## src/rtl/deser_pkg.sv

```systemverilog
// Shared definitions for the serial-to-parallel comma aligner.
package deser_pkg;

    // Alignment FSM state encoding.
    typedef enum logic {
        HUNT   = 1'b0,
        LOCKED = 1'b1
    } state_t;

    // Default alignment K-character (K28.5-style comma byte).
    localparam logic [7:0] COMMA_DEFAULT = 8'hBC;

endpackage

```

## src/rtl/deser_shift.sv

```systemverilog
// Dual shift register for serial data and control-flag bits.
// Exposes the shift-next values so the aligner can act on the word that
// completes at the current edge without an extra cycle of latency.
module deser_shift #(
    parameter int BITS      = 8,
    parameter int MSB_FIRST = 1
) (
    input  logic            clk,
    input  logic            reset,
    input  logic            data,
    input  logic            dk,
    output logic [BITS-1:0] data_nxt,
    output logic [BITS-1:0] dk_nxt
);

    logic [BITS-1:0] data_sr;
    logic [BITS-1:0] dk_sr;

    // Shift direction decides where the first serial bit ends up.
    generate
        if (MSB_FIRST != 0) begin : g_msb_first
            assign data_nxt = {data_sr[BITS-2:0], data};
            assign dk_nxt   = {dk_sr[BITS-2:0], dk};
        end else begin : g_lsb_first
            assign data_nxt = {data, data_sr[BITS-1:1]};
            assign dk_nxt   = {dk, dk_sr[BITS-1:1]};
        end
    endgenerate

    // Shift both registers every edge; reset flushes any partial word.
    always_ff @(posedge clk or posedge reset) begin
        if (reset) begin
            data_sr <= '0;
            dk_sr   <= '0;
        end else begin
            data_sr <= data_nxt;
            dk_sr   <= dk_nxt;
        end
    end

endmodule

```

## src/rtl/deser_align.sv

```systemverilog
// Serial deserializer with comma-based word alignment.
//
// state  | meaning
// -------+-----------------------------------------------------------
// HUNT   | searching every bit position for a full comma (all DK set)
// LOCKED | word boundary known; emit a word every BITS cycles, count
//        | misaligned commas and fall back to HUNT after LOSS of them
module deser_align
    import deser_pkg::*;
#(
    parameter int              BITS      = 8,
    parameter logic [BITS-1:0] COMMA     = BITS'(COMMA_DEFAULT),
    parameter int              LOSS      = 3,
    parameter int              MSB_FIRST = 1
) (
    input  logic            clk,
    input  logic            reset,
    input  logic            data,
    input  logic            DK,
    output logic [BITS-1:0] out,
    output logic [BITS-1:0] out_DK,
    output logic            valid,
    output logic            k_word,
    output logic            locked
);

    localparam int CNT_W  = $clog2(BITS);
    localparam int MISS_W = $clog2(LOSS + 1);

    localparam logic [CNT_W-1:0]  LAST_BIT   = CNT_W'(BITS - 1);
    localparam logic [MISS_W-1:0] MISS_LIMIT = MISS_W'(LOSS);

    state_t            state_q, state_d;
    logic [CNT_W-1:0]  bit_cnt_q, bit_cnt_d;
    logic [MISS_W-1:0] miss_cnt_q, miss_cnt_d;
    logic [BITS-1:0]   out_d, out_dk_d;
    logic              valid_d, k_word_d;

    logic [BITS-1:0]   data_nxt, dk_nxt;
    logic              match;

    deser_shift #(
        .BITS      (BITS),
        .MSB_FIRST (MSB_FIRST)
    ) u_shift (
        .clk      (clk),
        .reset    (reset),
        .data     (data),
        .dk       (DK),
        .data_nxt (data_nxt),
        .dk_nxt   (dk_nxt)
    );

    // A comma only counts when every bit of the window is flagged as control.
    assign match  = (data_nxt == COMMA) && (&dk_nxt);
    assign locked = (state_q == LOCKED);

    // State, counters and output word registers.
    always_ff @(posedge clk or posedge reset) begin
        if (reset) begin
            state_q    <= HUNT;
            bit_cnt_q  <= '0;
            miss_cnt_q <= '0;
            out        <= '0;
            out_DK     <= '0;
            valid      <= 1'b0;
            k_word     <= 1'b0;
        end else begin
            state_q    <= state_d;
            bit_cnt_q  <= bit_cnt_d;
            miss_cnt_q <= miss_cnt_d;
            out        <= out_d;
            out_DK     <= out_dk_d;
            valid      <= valid_d;
            k_word     <= k_word_d;
        end
    end

    // Next-state, counter and word-capture decisions.
    always_comb begin
        state_d    = state_q;
        bit_cnt_d  = bit_cnt_q;
        miss_cnt_d = miss_cnt_q;
        out_d      = out;
        out_dk_d   = out_DK;
        valid_d    = 1'b0;
        k_word_d   = 1'b0;

        case (state_q)
            HUNT: begin
                if (match) begin
                    state_d    = LOCKED;
                    out_d      = data_nxt;
                    out_dk_d   = dk_nxt;
                    valid_d    = 1'b1;
                    k_word_d   = 1'b1;
                    bit_cnt_d  = '0;
                    miss_cnt_d = '0;
                end
            end

            LOCKED: begin
                if (bit_cnt_q == LAST_BIT) begin
                    bit_cnt_d = '0;
                    out_d     = data_nxt;
                    out_dk_d  = dk_nxt;
                    valid_d   = 1'b1;
                    k_word_d  = &dk_nxt;
                    if (match) begin
                        miss_cnt_d = '0;
                    end
                end else begin
                    bit_cnt_d = bit_cnt_q + CNT_W'(1);
                    // A comma off the boundary hints at slipped alignment.
                    if (match) begin
                        if (miss_cnt_q + MISS_W'(1) == MISS_LIMIT) begin
                            state_d    = HUNT;
                            bit_cnt_d  = '0;
                            miss_cnt_d = '0;
                        end else begin
                            miss_cnt_d = miss_cnt_q + MISS_W'(1);
                        end
                    end
                end
            end

            default: begin
                state_d = HUNT;
            end
        endcase
    end

endmodule

```

## config.mk

```make
export PLATFORM = sky130hd
export DESIGN_NAME = deser_align
export DESIGN_NICKNAME = d
export VERILOG_FILES = /design/src/rtl/deser_pkg.sv /design/src/rtl/deser_shift.sv /design/src/rtl/deser_align.sv
export SDC_FILE = /design/constraint.sdc
export NUM_CORES = 1
export LEC_CHECK = 0
export CORE_ASPECT_RATIO = 0.8
export CORE_MARGIN = 8
export CORE_UTILIZATION = 55
export CTS_CLUSTER_SIZE = 16
export DETAILED_ROUTE_END_ITERATION = 8
export GPL_TIMING_DRIVEN = 0
export PLACE_DENSITY = 0.82
export SYNTH_ARGS = -nofsm -noshare
export SYNTH_HDL_FRONTEND = slang
export SYNTH_HIERARCHICAL = 1
export SYNTH_SLANG_ARGS = --single-unit
```

## constraint.sdc

```tcl
create_clock -name clk -period 5.2 [get_ports clk]
set_clock_uncertainty 0.05 [all_clocks]
set_input_delay 1.04 -clock clk [delete_from_list [all_inputs] [get_ports clk]]
set_output_delay 1.04 -clock clk [all_outputs]
set_load 0.01 [all_outputs]
```

Figure 1. Pin map.
Scale: 6 px per µm. Pins as bars across the die edge, other pins in grey.
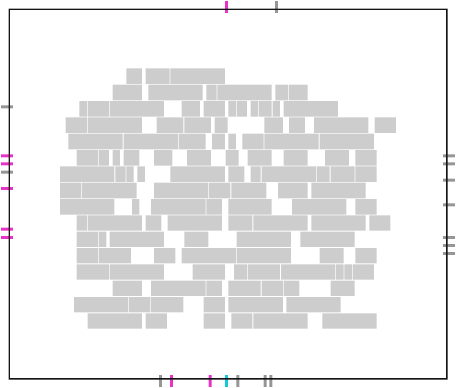
magenta -> out  # pins 8, direction output, edge 5 left, 2 bottom, 1 top
cyan -> DK  # pins 1, direction input, edge bottom
die height: 61.35 µm
chip width: 72.69 µm
IO buf count: 22

Figure 2. Metal 3.
Scale: 4 px per µm. Cells faint in the background.
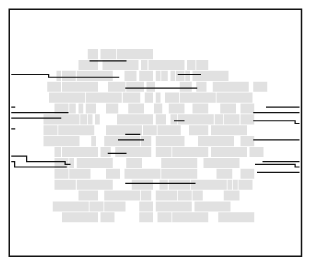
share of all routed wire = 8.9%
wire length on this layer = 226 µm
nets with wire on the layer = 17
main direction = horizontal
met3 Track Usage GR: 0.07317
final WL: 2542 µm
via count: 816

==> impl_metrics.csv <==
group,metric,value,unit
run_status,status,"finished, final reports clean",
detailed_routing,drt-pass1-iter-count,4,
yosys,top_cell,"dfrtp_1",
detailed_routing,ant_nets,0,
critical_path,r2r_start,"bit_cnt_q[0]",
pwr,p_leak,0.8303,nW
final_timing,period_used_share,0.5219,
global_route,use_met2,0.2112,
cells_and_area,drive_above_1_share,0.2213,
final_timing,fmax,368.4,MHz
cells_and_area,syn_to_final_growth,24.34,%
placed_design,gp_congestion,0.7482,
final_timing,tightest_slew,901.9,ps
critical_path,critPathMaxFanout,10,
clock_tree,htreeDepth,2,
cells_and_area,top_regs,"out x8, out_DK x8",
cells_and_area,lay_top_cells,"dfrtp_1 (38), clkdlybuf4s50_1 (22), mux2_2 (8)",
cells_and_area,stdcell_count,158,
yosys,async_reset_ff_frac,1.000,
critical_path,timing.rr.end,"out[4]",
yosys,netlist.area_leader.share,0.6726,
yosys,netlist_area,1414,µm²
critical_path,critPathBufInv,4,
cells_and_area,largest_cell_class,"sequential cells",
cells_and_area,nNonClkBuffers,26,
detailed_routing,viasPerCell,5.165,
critical_path,worst-path-stages,8,
detailed_routing,wl_per_cell,16.09,µm
pwr,power_frac_clock,0.366,
pwr,finalPower,0.0005014,W
yosys,edf_count,0,
cells_and_area,clockBufferCount,8,
cells_and_area,buffer_area_frac,0.1516,
critical_path,cp_top_family,"buffers and inverters",
pwr,p_comb_frac,0.025,
cells_and_area,flop-count,38,
yosys,ys_top_cells_by_area,"dfrtp_1 (67%), mux2_2 (6.4%), mux2_4 (6.4%)",
final_timing,hold_ws,356.7,ps
yosys,yosysUniqueCellTypes,24,
cells_and_area,clk_share,0.04484,
yosys,synth_seq_share,0.6726,
cells_and_area,seq_area,950.9,µm²
global_route,antenna_found_initial,0,
final_timing,relSlewSlack,0.3981,
die,initial_utilization,0.5789,
yosys,ys_chip_area,1414,µm²
die,core-area,2442,µm²
yosys,yosysCellCount,92,
die,row_count,16,
Figure 3. Signal wires on met2.
Scale: 6 px per µm.
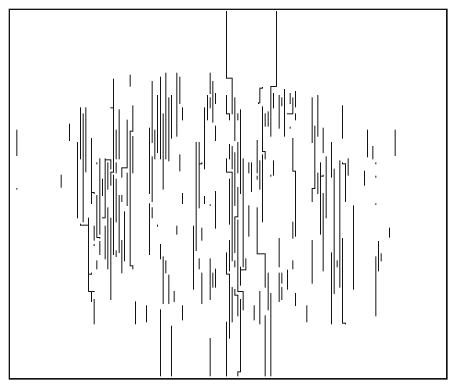
main direction = vertical
wire length on this layer = 1190 µm
nets with wire on the layer = 120
share of all routed wire = 47%
longest straight run = 22.4 µm

-- power groups by stage --
stage	registers, W	logic, W	clock network (W)
floorplan	0.000310	0.00000792	0
global placement	0.000311	0.0000125	0
detailed placement	0.000311	0.0000129	0
CTS	0.000306	0.0000129	0.000188
global route	0.000306	0.0000145	0.000201
finish	0.000306	0.0000124	0.000184
-- cells by family (layout without fill, tap and decap cells) --
| kind of cell | Yosys count | count (layout) | synth area share |
|---|---|---|---|
| flip-flops | 38 | 38 | 0.6726 |
| AND/OR/NAND/NOR | 17 | 17 | 0.08142 |
| buffers and inverters | 10 | 40 | 0.04867 |
| AND-OR/OR-AND | 11 | 11 | 0.05221 |
| adder cells (fa/ha/maj) | 2 | 2 | 0.01770 |
| multiplexers | 14 | 14 | 0.1274 |
Power is estimated from default activity; no workload was simulated.
